==> config.mk <==
export PLATFORM = sky130hd
export DESIGN_NAME = mips_shift_arbiter
export DESIGN_NICKNAME = d
export VERILOG_FILES = /design/src/rtl/mips_shift_arbiter.sv
export SDC_FILE = /design/constraint.sdc
export NUM_CORES = 1
export LEC_CHECK = 0
export CORE_MARGIN = 3
export CORE_UTILIZATION = 39
export DETAILED_ROUTE_END_ITERATION = 7
export PLACE_DENSITY_LB_ADDON = 0.3
export SLEW_MARGIN = 0
export SYNTH_ARGS = -nofsm -noshare
export SYNTH_HDL_FRONTEND = slang
export SYNTH_SLANG_ARGS = --single-unit
==> constraint.sdc <==
create_clock -name clk -period 5.7 [get_ports clk]
set_clock_uncertainty 0.2 [all_clocks]
set_input_delay 1.14 -clock clk [delete_from_list [all_inputs] [get_ports clk]]
set_output_delay 1.14 -clock clk [all_outputs]
set_load 0.02 [all_outputs]
Run 1, met1 routing:
Scale bar: 20 um.
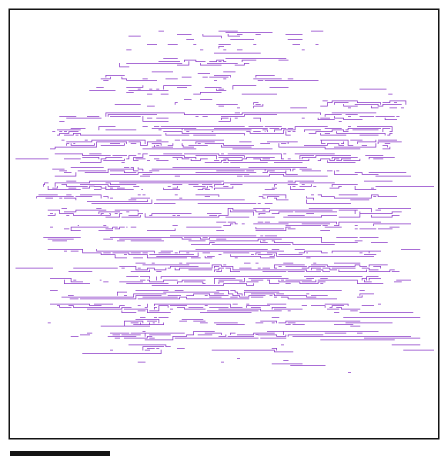
The longest straight run is 27.6 um. The layer holds 47% of the routed length. The layer carries 3460 um of wire.
final wirelength: 7450 um
met1 Track Usage GR: 31.4%

Run 1, metal 2:
Scale bar: 20 um.
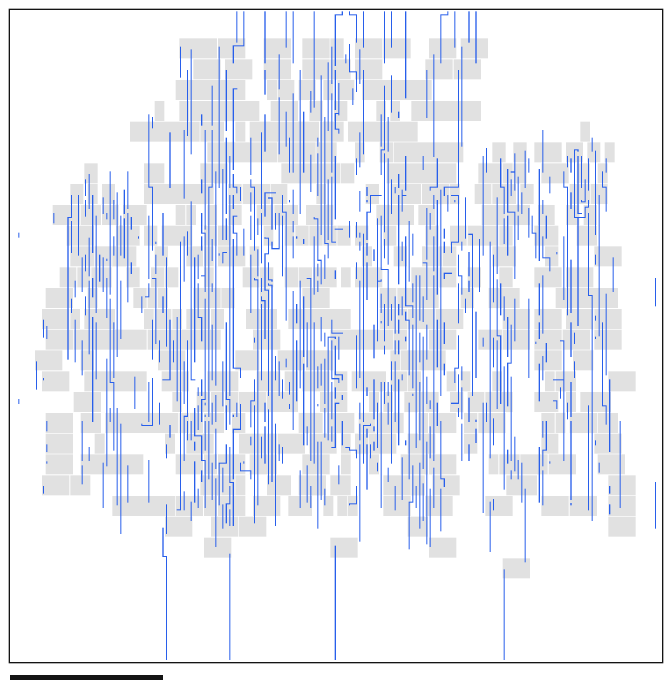
The layer carries 3300 um of wire. 302 nets have wire on it. The longest straight run is 35.0 um. The wires run mostly vertical. The layer holds 44% of the routed length.
met2 usage: 29.7%
routed via count: 2529

Run 1, M3 wires:
Scale bar: 20 um.
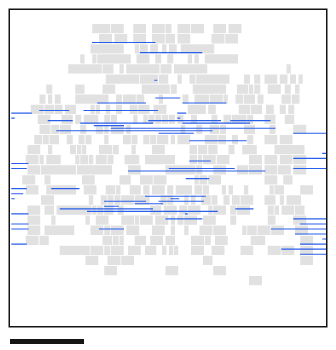
The longest straight run is 44.2 um. 53 nets have wire on it. The layer holds 8.3% of the routed length. The wires run mostly horizontal. The layer carries 621 um of wire.
met3 GRT Util: 3.50%

Run 1, routing congestion:
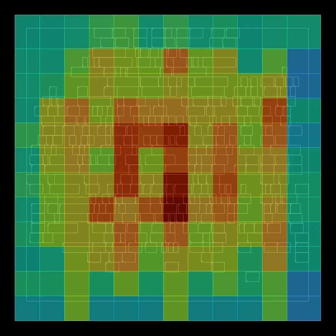
Post-Route Utilization: 48.1%
WL/cell: 18.2 um
total track usage: 20.4%
GRT Max-Usage Layer: met1

==> out/summary.log, run 1 <==
INFO  status         outcome=complete, no violations
INFO  job            openroad.warnings=26
INFO  clocking       cts_inserted_buffers=3
INFO  power          ir_worst_vdd=0.000112V
INFO  synth          synth.avg_cell_area=7.81um^2
INFO  final_layout   synthToLayoutAreaGrowth=17.7%
INFO  worst_setup_path timing.critical_path.to_type=output port
INFO  power          clock_power_share=16.1%
INFO  clocking       cts_tree=built
INFO  synth          synth.yosys.seq_area_share=11.2%
INFO  power          power.internal=0.281mW
INFO  timing         maxSlewHeadroom=33.3%
INFO  final_layout   ant_diodes=0
INFO  grt            grt_pass1_vias=2302
INFO  synth          yosysWarnings=0
INFO  clocking       cts_buffer_depth=2
INFO  synth          synth-cells-yosys=314
INFO  clocking       tritoncts_num_sinks=11
INFO  timing         rsz_0062_raised_after_global_routing=no
INFO  synth          post_synth_most_frequent_cells=sky130_fd_sc_hd__mux2i_1 (57), sky130_fd_sc_hd__nand2_1 (28), sky130_fd_sc_hd__o21ai_0 (27)
INFO  worst_setup_path worst-path-buf-inv=3
INFO  timing         period_minus_slack=4510ps
INFO  clocking       clock_latency=240ps
INFO  clocking       post_cts.resized_instances=0
INFO  worst_setup_path worst_path_most_repeated_cell=sky130_fd_sc_hd__clkdlybuf4s50_1
INFO  floorplan      ios=43
INFO  timing         timing.fmax=222MHz
INFO  clocking       clk_transition_reported_paths=50ps
INFO  worst_setup_path setup.worst_path.start_class=input pin
INFO  power          power_switching_share=41.6%
INFO  power          p_per_area=167nW/um^2
INFO  synth          yosysUniqueCellTypes=53
INFO  timing         timing.setup.tns=0ps
INFO  worst_setup_path cp_slowest_cell=sky130_fd_sc_hd__clkdlybuf4s50_1
INFO  place          place.port_buffers=42
INFO  power          p_sw=0.201mW
INFO  worst_setup_path worstPathMaxFanout=13
INFO  grt            grt_first_pass_wirelength=12000um
INFO  clocking       cts_hold_buffers=0
INFO  worst_setup_path worst_path_largest_cell_delay=850ps
INFO  place          finalWeightedCongestion=0.954
INFO  worst_setup_path crit_path_dat=3170ps
INFO  synth          syn_inst=314
INFO  worst_setup_path cp.required=4360ps
INFO  clocking       number_of_buffers_inserted_to_repair_setup_after_cts=0
INFO  grt            grt_antenna_before_repair=0
INFO  detailed_routing dr.first_iter.drc_count=273
INFO  floorplan      die_x=85.3um
INFO  final_layout   flip_flop_count_of_the_largest_register_all_copies_and_words_added=8
INFO  power          leakagePower=1.20nW
INFO  timing         timing_worst_slew_pin_value=997ps
INFO  timing         timing.final.hold_violations=0
INFO  synth          yosys-top-cells-area=sky130_fd_sc_hd__mux2i_1 (23%), sky130_fd_sc_hd__dfrtp_1 (11%), sky130_fd_sc_hd__o21ai_0 (5.5%), sky130_fd_sc_hd__mux4_2 (5.5%), sky130_fd_sc_hd__nand2_1 (4.3%)
INFO  synth          yosys.stat.chipArea=2450um^2
INFO  place          post-dp-hpwl=5620um
INFO  synth          synth_flop_type=sky130_fd_sc_hd__dfrtp_1
INFO  power          p_comb_share=61.5%
INFO  power          sequentialPowerShare=22.4%
INFO  worst_setup_path critical_path_depth=4
INFO  worst_setup_path criticalPathCategory=in2out
INFO  synth          postSynth.asyncResetShare=100%
INFO  synth          top_cell=sky130_fd_sc_hd__mux2i_1
INFO  worst_setup_path worst_path_cell_chain=clkdlybuf4s50_1, nand4_4, inv_1, clkdlybuf4s50_1
INFO  clocking       ctsRootBufferMaster=sky130_fd_sc_hd__clkbuf_8
INFO  final_layout   stdcell_area=2880um^2
INFO  grt            total_global_routing_overflow=0
INFO  synth          number_of_flops_mapped_to_enable_cells_by_yosys=0
INFO  floorplan      initial_core_util=40.9%
## run 1: metal layers
metal  vias to the layer above  share of wire, %
met5                         -                 0
met4                         0              0.79
met3                         6               8.3
met2                        95                44
met1                      1214                47
li1                       1214                 -
## run 1: final cells by class
| class | instances | area (um^2) |
|---|---|---|
| sequential | 11 | 275 |
| clock buffer | 4 | 45.0 |
| timing repair buffer | 49 | 473 |
| inverter | 8 | 30.0 |
| tap | 75 | 93.8 |
| fill | 608 | 3110 |
| multi-input combinational | 262 | 1970 |
## run 1: layout by cell type, fill, tap and decap left out, drive strengths merged, types with 2 or more instances in the layout
cell	netlist	routed
nand2b	5	5
nor3	12	12
nand4	6	6
o41ai	2	2
a31oi	2	2
nand3b	2	2
a211oi	4	4
xor2	2	2
mux4	9	9
and3	4	4
a211o	2	2
nor2b	6	6
buf	22	7
nand2	28	28
a311o	2	2
inv	8	8
nand3	11	11
o21a	2	2
a21oi	17	17
xnor2	5	5
dfrtp	11	11
and2	2	2
nor2	20	20
o21ai	29	29
a2111oi	4	4
mux2i	57	57
mux2	8	8
clkdlybuf4s50	0	42
o211ai	5	5
clkbuf	11	4
## run 1: power groups by stage
stage               Sequential, mW  Combinational (mW)  Clock, mW
floorplan                    0.127               0.173          0
global placement             0.109               0.291          0
detailed placement           0.109               0.293          0
CTS                          0.108               0.294     0.0799
global route                 0.110               0.320     0.0816
finish                       0.108               0.296     0.0775
## run 1: tightest hold or removal path, stage by stage (launching register included)
cell and delay [ps]:
sky130_fd_sc_hd__dfrtp_1 340, sky130_fd_sc_hd__nand2_1 50, sky130_fd_sc_hd__nand2_1 60
## run 1: stage by stage
stage	setup WS, ps	std cells	hold WS [ps]	total power [mW]
floorplan	2210	314	272	0.300
global placement	1160	405	264	0.400
detailed placement	1160	405	271	0.402
CTS	1150	409	283	0.482
global route	1040	409	314	0.512
finish	1190	409	281	0.482
## run 1: cell families (layout without fill, tap and decap cells)
group / after synthesis / count (layout) / synth area share (%)
adders and majority gates: 1 / 1 / 0.510
xor gates and xnor gates: 7 / 7 / 2.50
DFF: 11 / 11 / 11.2
and+or+nand+nor: 99 / 99 / 20.1
muxes: 74 / 74 / 35.7
AOI/OAI and AO/OA: 81 / 81 / 21.4
buffers and inverters: 41 / 61 / 8.52
==> inputs of run 2 (changes only) <==
Clock period 5.7 ns to 4.6 ns, I/O delays scaled along.
Run 2, met1 routing:
Scale bar: 20 um.
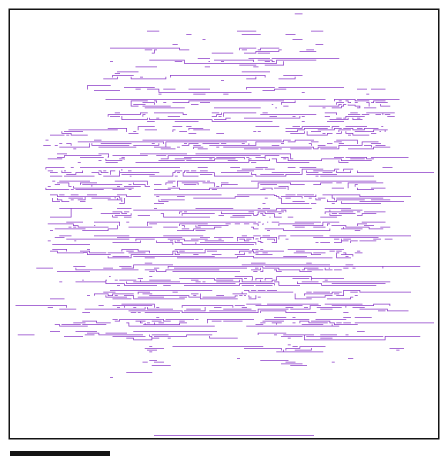
routed via count: 2654
met1 Track Usage GR: 32.0%

==> run 2 against run 1 <==
  * Worst setup slack got worse by 410 ps
  * Critical path depth increased by 2
  * Synthesized cell count unchanged
  * Sequential power increased by 25%
  * Sequential share of layout area decreased by 0.10 points
  * Largest power group unchanged
  * Highest routed layer unchanged
==> out/summary.log, run 2 <==
INFO  worst_setup_path worstPathMaxFanout=12
INFO  detailed_routing dr.pass1.iters=5
INFO  timing         timing.fmax=262MHz
INFO  floorplan      die_x=85.3um
INFO  timing         timing.final.hold_violations=0
INFO  detailed_routing dr.first_iter.drc_count=255
INFO  floorplan      initial_core_util=40.9%
INFO  final_layout   synthToLayoutAreaGrowth=18.9%
INFO  worst_setup_path setup.worst_path.start_class=input pin
INFO  clocking       clk_transition_reported_paths=50ps
INFO  clocking       clock_latency=240ps
INFO  final_layout   lay_top_count=sky130_fd_sc_hd__mux2i_1
INFO  synth          yosysUniqueCellTypes=53
INFO  timing         period_minus_slack=3820ps
INFO  final_layout   fin_cells=413
INFO  grt            groute.usage.overall=21.7%
INFO  status         outcome=complete, no violations
INFO  timing         timing_worst_slew_pin_value=954ps
INFO  synth          synth-cells-yosys=314
INFO  worst_setup_path worst_path_cell_chain=clkdlybuf4s50_1, buf_4, and2_1, nand2_1, a21oi_1, clkdlybuf4s50_1
INFO  timing         rsz_0062_raised_after_global_routing=no
INFO  place          place.port_buffers=42
INFO  timing         timing.setup.tns=0ps
INFO  power          ir_worst_vdd=0.000126V
INFO  job            openroad.warnings=26
INFO  floorplan      ios=43
INFO  worst_setup_path cp.required=3480ps
INFO  clocking       ctsRootBufferMaster=sky130_fd_sc_hd__clkbuf_8
INFO  clocking       number_of_buffers_inserted_to_repair_setup_after_cts=0
INFO  clocking       post_cts.resized_instances=0
INFO  power          p_per_area=209nW/um^2
INFO  synth          synth.avg_cell_area=7.81um^2
INFO  synth          top_cell=sky130_fd_sc_hd__mux2i_1
INFO  place          finalWeightedCongestion=0.939
INFO  synth          number_of_flops_mapped_to_enable_cells_by_yosys=0
INFO  detailed_routing routed_wire_length_per_instance=19.4um
INFO  grt            total_global_routing_overflow=0
INFO  clocking       cts_tree=built
INFO  synth          yosys-top-cells-area=sky130_fd_sc_hd__mux2i_1 (23%), sky130_fd_sc_hd__dfrtp_1 (11%), sky130_fd_sc_hd__o21ai_0 (5.5%), sky130_fd_sc_hd__mux4_2 (5.5%), sky130_fd_sc_hd__nand2_1 (4.3%)
INFO  synth          yosysWarnings=0
INFO  clocking       cts_inserted_buffers=3
INFO  power          leakagePower=1.22nW
INFO  worst_setup_path timing.critical_path.to_type=output port
INFO  place          dpl.cell_count=409
INFO  synth          syn_inst=314
INFO  grt            grt_antenna_before_repair=0
INFO  worst_setup_path crit_path_dat=2700ps
INFO  clocking       cts_buffer_depth=2
INFO  final_layout   layout.cells.most_common_list=sky130_fd_sc_hd__mux2i_1 (57), sky130_fd_sc_hd__clkdlybuf4s50_1 (42), sky130_fd_sc_hd__nand2_1 (28)
INFO  grt            grt_first_pass_wirelength=12700um
INFO  grt            grt_pass1_vias=2383
INFO  worst_setup_path worst_path_most_repeated_cell=sky130_fd_sc_hd__clkdlybuf4s50_1
INFO  final_layout   stdcell_area=2920um^2
INFO  clocking       cts_hold_buffers=0
INFO  timing         timing.final.crit_share=83.0%
INFO  final_layout   flip_flop_count_of_the_largest_register_all_copies_and_words_added=8
INFO  place          post-dp-hpwl=6120um
INFO  synth          synth_flop_type=sky130_fd_sc_hd__dfrtp_1
INFO  synth          post_synth_most_frequent_cells=sky130_fd_sc_hd__mux2i_1 (57), sky130_fd_sc_hd__nand2_1 (28), sky130_fd_sc_hd__o21ai_0 (27)
INFO  synth          postSynth.asyncResetShare=100%
INFO  final_layout   ant_diodes=0
INFO  synth          synth.yosys.seq_area_share=11.2%
INFO  worst_setup_path worst-path-buf-inv=3
INFO  timing         maxSlewHeadroom=34.7%
INFO  worst_setup_path criticalPathCategory=in2out
INFO  worst_setup_path critical_path_depth=6
Run 2, M3 wires:
Scale bar: 20 um.
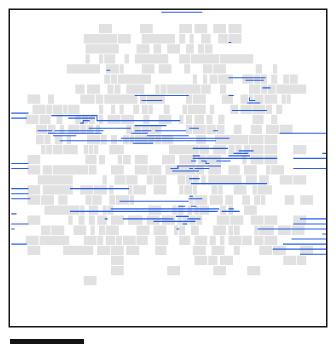
met3 GRT Util: 3.79%
final wirelength: 8010 um

## run 2: cell type report
cell class	instances	area (um^2)
clock buffer	3	41.3
timing repair buffer	53	503
tap	75	93.8
multi-input combinational	262	1970
fill	593	3080
inverter	8	30.0
sequential	11	275
clock inverter	1	5.00
## run 2: kinds of logic after synthesis
kind of cell / after synthesis / synth area share, %
flops: 11 / 11.2
fa+ha+maj: 1 / 0.510
xor+xnor: 7 / 2.50
compound gates: 81 / 21.4
simple gates: 99 / 20.1
mux: 74 / 35.7
buf+inv: 41 / 8.52
## run 2: per-stage QoR
step / hold slack [ps] / setup WS, ps / power, mW / utilization (%)
after global routing: 317 / 669 / 0.648 / 48.7
after global placement: 264 / 760 / 0.501 / 47.9
after CTS: 284 / 762 / 0.605 / 48.7
after detailed placement: 270 / 764 / 0.505 / 47.9
final: 280 / 783 / 0.608 / 48.7
after floorplan: 272 / 1330 / 0.372 / -
## run 2: metal layers
| metal | vias up | global-route usage, % | share of wire (%) |
|---|---|---|---|
| met2 | 135 | 33.1 | 45 |
| li1 | 1225 | - | - |
| met3 | 18 | 3.79 | 8.3 |
| met5 | - | 0 | 0 |
| met1 | 1276 | 32.0 | 45 |
| met4 | 0 | 4.46 | 2.2 |
## run 2: report_power, final
group / internal, mW / switching [mW]
Sequential: 0.119 / 0.0158
Combinational: 0.170 / 0.204
Clock: 0.0597 / 0.0393
## run 2: worst reg2reg max path, stage by stage (launching register included)
cell and delay, ps:
sky130_fd_sc_hd__dfrtp_1 400, sky130_fd_sc_hd__nand2b_2 160, sky130_fd_sc_hd__nand4_4 100, sky130_fd_sc_hd__inv_1 160
sky130_fd_sc_hd__mux2i_1 380, sky130_fd_sc_hd__inv_1 110, sky130_fd_sc_hd__ha_1 240, sky130_fd_sc_hd__nor2b_1 140
sky130_fd_sc_hd__o21ai_0 260, sky130_fd_sc_hd__and3_1 210, sky130_fd_sc_hd__a211oi_1 50, sky130_fd_sc_hd__o32a_1 340
No activity file was given, so power comes from the tool's default toggle rates.
